File: src/rtl/md4_pkg.sv
// MD4 shared definitions: IV, round constants,
// per-step message index and shift tables.
package md4_pkg;

    localparam logic [31:0] IV_A = 32'h67452301;
    localparam logic [31:0] IV_B = 32'hEFCDAB89;
    localparam logic [31:0] IV_C = 32'h98BADCFE;
    localparam logic [31:0] IV_D = 32'h10325476;

    localparam logic [31:0] K_F = 32'h00000000;
    localparam logic [31:0] K_G = 32'h5A827999;
    localparam logic [31:0] K_H = 32'h6ED9EBA1;

    localparam logic [5:0] LAST_STEP = 6'd48;

    typedef enum logic [1:0] {
        S_IDLE,
        S_BUSY,
        S_DONE
    } state_t;

    typedef enum logic [1:0] {
        RND_F,
        RND_G,
        RND_H
    } round_t;

    localparam logic [0:47][3:0] MSG_IDX = {
        4'd0, 4'd1, 4'd2,  4'd3,  4'd4, 4'd5,  4'd6, 4'd7,
        4'd8, 4'd9, 4'd10, 4'd11, 4'd12, 4'd13, 4'd14, 4'd15,
        4'd0, 4'd4, 4'd8,  4'd12, 4'd1, 4'd5,  4'd9, 4'd13,
        4'd2, 4'd6, 4'd10, 4'd14, 4'd3, 4'd7,  4'd11, 4'd15,
        4'd0, 4'd8, 4'd4,  4'd12, 4'd2, 4'd10, 4'd6, 4'd14,
        4'd1, 4'd9, 4'd5,  4'd13, 4'd3, 4'd11, 4'd7, 4'd15
    };

    localparam logic [0:47][4:0] SHIFT = {
        5'd3, 5'd7, 5'd11, 5'd19, 5'd3, 5'd7, 5'd11, 5'd19,
        5'd3, 5'd7, 5'd11, 5'd19, 5'd3, 5'd7, 5'd11, 5'd19,
        5'd3, 5'd5, 5'd9,  5'd13, 5'd3, 5'd5, 5'd9,  5'd13,
        5'd3, 5'd5, 5'd9,  5'd13, 5'd3, 5'd5, 5'd9,  5'd13,
        5'd3, 5'd9, 5'd11, 5'd15, 5'd3, 5'd9, 5'd11, 5'd15,
        5'd3, 5'd9, 5'd11, 5'd15, 5'd3, 5'd9, 5'd11, 5'd15
    };

    function automatic round_t round_of(input logic [5:0] step);
        if (step < 6'd16)
            return RND_F;
        else if (step < 6'd32)
            return RND_G;
        else
            return RND_H;
    endfunction

endpackage

File: src/rtl/md4_step.sv
// One MD4 step: new b = rotl(a + f(b,c,d) + x + K, s).
// Purely combinational.
module md4_step
    import md4_pkg::*;
(
    input  logic [31:0] a,
    input  logic [31:0] b,
    input  logic [31:0] c,
    input  logic [31:0] d,
    input  logic [31:0] x,
    input  round_t      rnd,
    input  logic [4:0]  s,
    output logic [31:0] new_b
);

    logic [31:0] f;
    logic [31:0] k;
    logic [31:0] sum;
    logic [63:0] dbl;

    // Round function and constant, sum, then rotate left by s.
    always_comb begin
        f = '0;
        k = '0;
        unique case (rnd)
            RND_F: begin
                f = (b & c) | (~b & d);
                k = K_F;
            end
            RND_G: begin
                f = (b & c) | (b & d) | (c & d);
                k = K_G;
            end
            RND_H: begin
                f = b ^ c ^ d;
                k = K_H;
            end
            default: begin
                f = '0;
                k = '0;
            end
        endcase
        sum   = a + f + x + k;
        dbl   = {sum, sum} << s;
        new_b = dbl[63:32];
    end

endmodule

File: src/rtl/md4_block.sv
// MD4 compression of one 512-bit block, one step per clock.
// Start on irdy rise; result 49 cycles later with ordy.
module md4_block
    import md4_pkg::*;
(
    input  logic         clk,
    input  logic         rst_n,
    input  logic         irdy,
    input  logic [31:0]  in_a,
    input  logic [31:0]  in_b,
    input  logic [31:0]  in_c,
    input  logic [31:0]  in_d,
    input  logic [511:0] data,
    output logic         ordy,
    output logic [31:0]  out_a,
    output logic [31:0]  out_b,
    output logic [31:0]  out_c,
    output logic [31:0]  out_d
);

    state_t       state;
    logic         irdy_q;
    logic [5:0]   step;
    logic [31:0]  wa, wb, wc, wd;
    logic [31:0]  ca, cb, cc, cd;
    logic [511:0] x_q;

    logic         start;
    logic [5:0]   sidx;
    logic [3:0]   widx;
    logic [31:0]  xw;
    round_t       rnd;
    logic [4:0]   shamt;
    logic [31:0]  nb;

    assign start = irdy & ~irdy_q & (state != S_BUSY);
    assign sidx  = (step < LAST_STEP) ? step : 6'd0;
    assign widx  = MSG_IDX[sidx];
    assign xw    = x_q[{widx, 5'd0} +: 32];
    assign rnd   = round_of(sidx);
    assign shamt = SHIFT[sidx];

    md4_step u_step (
        .a     (wa),
        .b     (wb),
        .c     (wc),
        .d     (wd),
        .x     (xw),
        .rnd   (rnd),
        .s     (shamt),
        .new_b (nb)
    );

    // Control FSM, working registers and final chaining add.
    always_ff @(posedge clk) begin
        if (!rst_n) begin
            state  <= S_IDLE;
            irdy_q <= 1'b0;
            step   <= '0;
            wa     <= '0;
            wb     <= '0;
            wc     <= '0;
            wd     <= '0;
            ca     <= '0;
            cb     <= '0;
            cc     <= '0;
            cd     <= '0;
            x_q    <= '0;
            ordy   <= 1'b0;
            out_a  <= '0;
            out_b  <= '0;
            out_c  <= '0;
            out_d  <= '0;
        end else begin
            irdy_q <= irdy;
            if (start) begin
                ca    <= in_a;
                cb    <= in_b;
                cc    <= in_c;
                cd    <= in_d;
                wa    <= in_a;
                wb    <= in_b;
                wc    <= in_c;
                wd    <= in_d;
                x_q   <= data;
                step  <= '0;
                ordy  <= 1'b0;
                state <= S_BUSY;
            end else begin
                unique case (state)
                    S_BUSY: begin
                        if (step == LAST_STEP) begin
                            out_a <= ca + wa;
                            out_b <= cb + wb;
                            out_c <= cc + wc;
                            out_d <= cd + wd;
                            ordy  <= 1'b1;
                            state <= S_DONE;
                        end else begin
                            wa   <= wd;
                            wb   <= nb;
                            wc   <= wb;
                            wd   <= wc;
                            step <= step + 6'd1;
                        end
                    end
                    S_IDLE: state <= S_IDLE;
                    S_DONE: state <= S_DONE;
                    default: state <= S_IDLE;
                endcase
            end
        end
    end

endmodule

File: config.mk
export PLATFORM = sky130hd
export DESIGN_NAME = md4_block
export DESIGN_NICKNAME = d
export VERILOG_FILES = /design/src/rtl/md4_pkg.sv /design/src/rtl/md4_step.sv /design/src/rtl/md4_block.sv
export SDC_FILE = /design/constraint.sdc
export NUM_CORES = 2
export LEC_CHECK = 0
export ABC_AREA = 1
export CAP_MARGIN = 20
export CORE_ASPECT_RATIO = 0.5
export CORE_MARGIN = 4
export CORE_UTILIZATION = 54
export CTS_CLUSTER_SIZE = 40
export DETAILED_ROUTE_END_ITERATION = 8
export HOLD_SLACK_MARGIN = 0.15
export PLACE_DENSITY = 0.88
export SETUP_SLACK_MARGIN = 0.4
export SLEW_MARGIN = 30
export SYNTH_ARGS = -nofsm -noshare
export SYNTH_HDL_FRONTEND = slang
export SYNTH_SLANG_ARGS = --single-unit
File: constraint.sdc
create_clock -name clk -period 8.7 [get_ports clk]
set_input_delay 1.74 -clock clk [delete_from_list [all_inputs] [get_ports clk]]
set_output_delay 1.74 -clock clk [all_outputs]
set_load 0.02 [all_outputs]
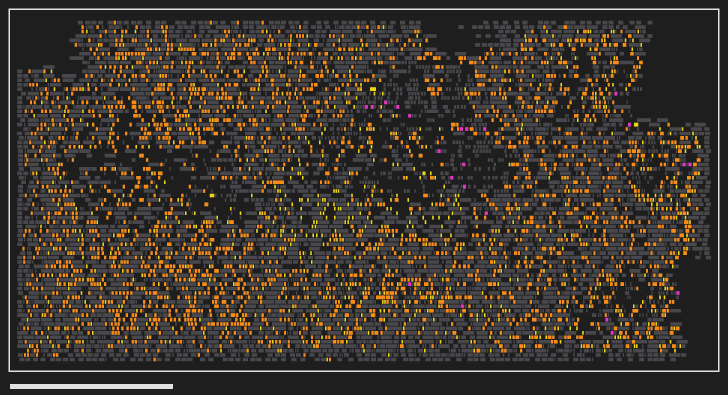
Fig. 1. Logic cells by family.
The bar under the picture is 100 µm long.
legend:
  and/or cells:
    color: magenta
    cells: 22
  aoi and oai cells:
    color: orange
    cells: 2324
    where: widely spread
  inv cells:
    color: yellow
    cells: 703
    where: widely spread
logic gate fraction of the total cell area: 44.26%
number of cells in the finished layout apart from fillers: 8623

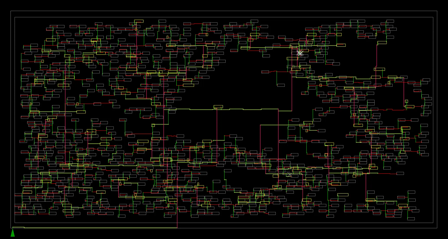
Fig. 2. The clock network.
clock insertion delay at the later pin of the skew report: 710 ps
Clock Skew: 46.44 ps

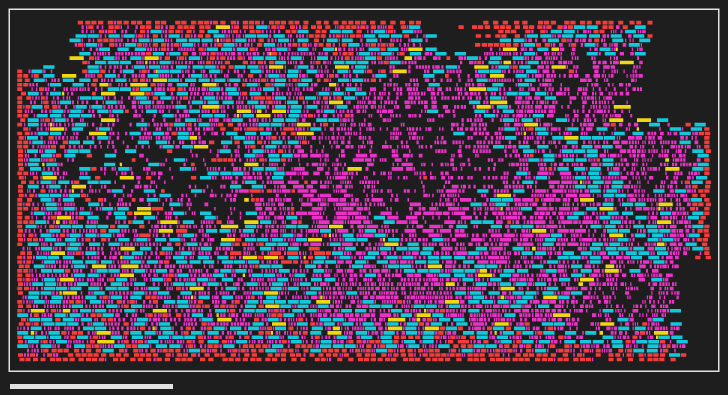
Fig. 3. Placement by cell class.
The bar under the picture is 100 µm long.
legend:
  remaining buffers and delay cells:
    color: red
    cells: 823
  registers:
    color: cyan
    cells: 906
  clock drivers and dummy loads:
    color: yellow
    cells: 149
  remaining logic cells:
    color: magenta
    cells: 5518
Std-Cell Core Area: 0.08931 mm²
post-route core utilization: 67.37%
Core Rows: 77

==> run summary <==
Purpose: to document the outcome of synthesis and place and route.

Outcome
The flow ran to the end, but the final reports show violations. The final reports fail on design-rule violations.

Run
The count of tool warnings is 54. The max-cap check violation count is 0.

Drt
The violation count after the first detailed-routing iteration is 7353. The script logs the mean routed wire length per placed instance as 22.45 µm. The number of remaining DRC errors is 14. Per the post-route antenna check, the number of violating nets is 0.

The first detailed-routing pass ran for 9 iterations. The routed design has 193600 µm of wire. Summing over every cut layer, the via total after detailed routing is 51640.

Using the TritonRoute via totals, the vias-per-cell ratio works out to 5.989.

STA
The count of final hold-check violations is 0. Looking at the max-slew report, the worst-margin pin has a slew of 970.8 ps. Setup repair after global routing left no endpoint under its margin. For the finished layout, the period the worst path requires is 7189 ps. Measured against its own limit, the worst slew margin works out to 33.61%. Setup total negative slack on the finished layout was measured at 0 ps.

From the final report, the count of setup violators was given as 0. The post-route worst setup slack is 1511 ps. The final worst-path cycle share is 82.64%. On the final layout, the worst hold slack is 455.6 ps. The top achievable clock speed is 139.1 MHz.

The number of pins with negative max-slew slack in the final report is 0.

Clock network
TritonCTS built the clock tree. For reference, the clock transition at the flip-flops on the worst setup and hold paths is 70 ps. The clock sink count is 906. Per the CTS log, the maximum H-tree level is 3.

No sink is reached through more buffers than the 3 on the longest clock path. The master cell of the clock root buffer is sky130_fd_sc_hd__clkbuf_16. The number of gates resized after CTS was 0. Counting the buffers created by CTS gives 81. Looking at the post-CTS report, the setup buffer insertion count equals 0.

After clock tree synthesis, the flow added hold-fix buffers numbering 0.

Floorplanning
The initial standard-cell utilization of the core is 55.02%. The vertical extent of the die is 221.3 µm. From left edge to right edge, the die measures 434.6 µm. The area of the die is 0.09618 mm². During I/O placement, the number of pins put on the boundary was 772.

Cells and area
The area added between synthesis and finish is 22.45%. The multi-input gate area in the final layout is 0.02663 mm². The final instance area is 0.06017 mm². The fraction of final layout cells with drive strength greater than 1 is 3.799%.

At the end of the flow, the number of nets in the layout was 8233. Per the layout area report, the register area comes to 0.01814 mm². After filler insertion, the fill cell instance count of the layout stands at 7443.

Synth
The mapped netlist covers 0.04914 mm². Sorting the synthesized cells by area gives the leading types as sky130_fd_sc_hd__dfxtp_1, sky130_fd_sc_hd__o21ai_0, sky130_fd_sc_hd__a21oi_1. The mean cell area of the mapped netlist is 7.151 µm². Warnings reported by Yosys during synthesis add up to 0. For this run, asynchronously set or reset flops after synthesis account for 0%. The total of flip-flops plus latches after synthesis is 906. The fraction of post-synthesis cell area in the top cell type by area is 36.91%.

Sequential cells were found to cover 36.91% of the synthesized design area. The synthesized instance count is 6871. The leading register cell type out of synthesis is sky130_fd_sc_hd__dfxtp_1. The floorplan net count is 7774.

The most numerous cell in the Yosys netlist is sky130_fd_sc_hd__o21ai_0. The synthesized netlist contains 55 unique library cells. The biggest area contributor in the post-synthesis netlist is sky130_fd_sc_hd__dfxtp_1. The count of flip-flops with a built-in enable after synthesis is 0. Ranked by instance count, the synthesized netlist is headed by sky130_fd_sc_hd__o21ai_0, sky130_fd_sc_hd__nand2_1, sky130_fd_sc_hd__dfxtp_1. The chip area line in the Yosys stat output reads 0.04914 mm². The cell count in the Yosys report is 6871.

Worst setup path
The worst setup path is of the reg2reg kind. The buffers plus inverters on the worst setup path is 4. The startpoint type of the worst setup path is a flip-flop. The capturing element type of the critical path is a flip-flop. The most frequent cell on the critical path is sky130_fd_sc_hd__nand3_1.

The delay of the slowest cell on the worst path is 640 ps. The largest fanout on the critical path is 64. The timing report attributes the biggest portion of critical-path delay to simple AND/OR/NAND/NOR gates. The critical path's slowest stage uses the library cell sky130_fd_sc_hd__nand3_4. The required time at the worst-slack endpoint is 9300 ps. The arrival time at the worst endpoint is 7790 ps.

Pwr
The power density normalized to cell area is 192.5 mW/mm². The static leakage is 25.69 nW. Cell internal power was estimated by the tool at 7.706 mW. Summing internal, switching and leakage power gives 11.58 mW. Looking at the power breakdown, sequential logic takes 40.8% of the total. Net switching is 33.44% of the power. The worst supply voltage drop on vdd is 0.0001748 V. Combinational logic is responsible for 25.1% of the overall power.

Per the OpenROAD power report, switching power amounts to 3.873 mW.

GRT
The total track usage is 38.27%. For met1 alone, demand over resource in global routing was 51.19%. The met3 track demand over resource in global routing is 10.11%. The most utilized layer in the global route result is met2. The initial antenna violation count is 47. Entering global routing, the biggest net connects 220 pins. The wire length of the first global-routing pass is 284300 µm. The via count of the first global-routing pass is 47220. The remaining global-route overflow is 0.

For met2 alone, demand over resource in global routing was 56.70%.

Place
The total half-perimeter wirelength after legalization and detailed placement is 143100 µm. OpenSTA, run right after detailed placement, puts the worst setup slack at 1931 ps. Routability-driven placement finished with a final weighted congestion of 1.004. Per the placement log, port buffering inserted 771 buffers. The standard cell area after detailed placement is 0.05720 mm².

Worst hold path
The type recorded for the worst min-delay path is reg2reg.
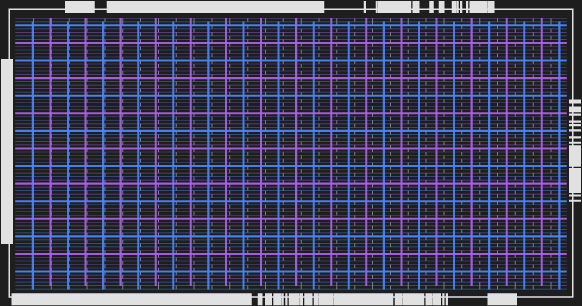
Fig. 4. Power grid.
Pins as bars on the die edge. Tap cells in gray.
legend:
  VSS:
    color: blue
  VDD:
    color: purple
met4 straps: 31
met1 rails: 78
signal pins: 772

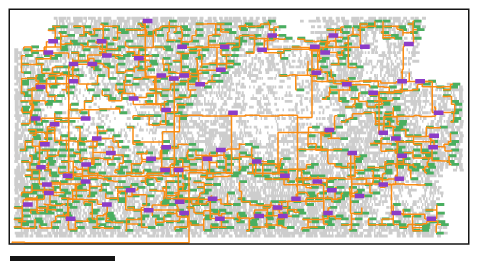
Fig. 5. Clock network drawn from the DEF.
The bar under the picture is 100 µm long.
legend:
  clock wires:
    color: orange
    length: 11200 µm
  flip-flops:
    color: green
    count: 906
  clock-net drivers:
    color: purple
    count: 81
flops lie: widely spread
routed clock nets: 82
share of total power in the clock network: 34.1%
power of the clock network: 3.95 mW

[routing by layer]
metal,up-vias,part of all wire [%]
li1,24090,-
met4,6,5.1
met3,516,12
met1,24100,40
met2,2935,44
met5,-,0.015
[layout by cell type, fill, tap and decap left out, types with 22 or more instances in the layout]
master / count
sky130_fd_sc_hd__buf_4: 37
sky130_fd_sc_hd__nand3_1: 323
sky130_fd_sc_hd__a22o_1: 22
sky130_fd_sc_hd__o21ai_0: 1144
sky130_fd_sc_hd__nor3_1: 27
sky130_fd_sc_hd__o21bai_1: 74
sky130_fd_sc_hd__nand4_1: 25
sky130_fd_sc_hd__nor2_1: 682
sky130_fd_sc_hd__xnor2_1: 35
sky130_fd_sc_hd__o221ai_1: 75
sky130_fd_sc_hd__diode_2: 42
sky130_fd_sc_hd__a21oi_1: 739
sky130_fd_sc_hd__inv_1: 682
sky130_fd_sc_hd__o211ai_1: 81
sky130_fd_sc_hd__dfxtp_1: 906
sky130_fd_sc_hd__nand2_1: 928
sky130_fd_sc_hd__a31oi_1: 92
sky130_fd_sc_hd__ha_1: 169
sky130_fd_sc_hd__clkdlybuf4s50_1: 770
sky130_fd_sc_hd__o21a_1: 31
sky130_fd_sc_hd__clkbuf_16: 82
sky130_fd_sc_hd__xor2_1: 50
sky130_fd_sc_hd__fa_1: 91
sky130_fd_sc_hd__o21ai_1: 40
[area by class of cell]
class,instances,share of cell area [%]
diodes,42,0.1747
clock buffers,104,3.697
clock inverters,45,1.061
inverters,703,4.419
multi-input cells,4815,44.26
flip-flops and latches,906,30.15
well taps,1185,2.464
repair buffers,823,13.78
[cells by family (layout without fill, tap and decap cells)]
logic type | after synthesis | in the layout | synth area share, %
AOI/OAI and AO/OA | 2398 | 2398 | 27.04
and+or+nand+nor | 2063 | 2063 | 17.35
buffers and inverters | 1150 | 1675 | 8.994
DFF | 906 | 906 | 36.91
adders and majority gates | 260 | 260 | 8.011
xor gates and xnor gates | 85 | 85 | 1.515
muxes | 9 | 9 | 0.1833
other | 0 | 42 | 0
[flip-flops by register name, indices dropped and copies added (netlist names)]
register	count
wb	32
step	6
state	2
out_a	32
wc	32
wa	32
irdy_q	1
cd	32
out_c	32
cb	32
ordy	1
ca	32
wd	32
out_d	32
cc	32
out_b	32
x_q	512
[metrics by stage]
| stage | util [%] | std cells |
|---|---|---|
| finish | 67.37 | 8623 |
| global route | 67.37 | 8623 |
| CTS | 67.25 | 8581 |
| detailed placement | 64.05 | 8432 |
| global placement | 64.04 | 8432 |
| floorplan | - | 6871 |
[worst paths after layout]
| check | cells past startpoint | slack (ps) | endpoint | from |
|---|---|---|---|---|
| worst min register to register | 2 | 460 | x_q[399] | x_q[399] |
| worst max-delay path | 25 | 1510 | wb[23] | step[4] |
| worst max register to register | 25 | 1510 | wb[23] | step[4] |
| worst min-delay path | 2 | 460 | x_q[399] | x_q[399] |
[power by group through the flow]
stage / clock network [mW] / registers [mW] / logic (mW)
6_report: 3.95 / 4.72 / 2.91
5_1_grt: 4.12 / 4.74 / 3.17
4_1_cts: 3.94 / 4.70 / 2.82
3_5_place_dp: 0 / 4.79 / 2.79
3_3_place_gp: 0 / 4.79 / 2.77
2_1_floorplan: 0 / 4.68 / 1.78
Power figures rest on the tool's default switching activity, not on a simulated workload.
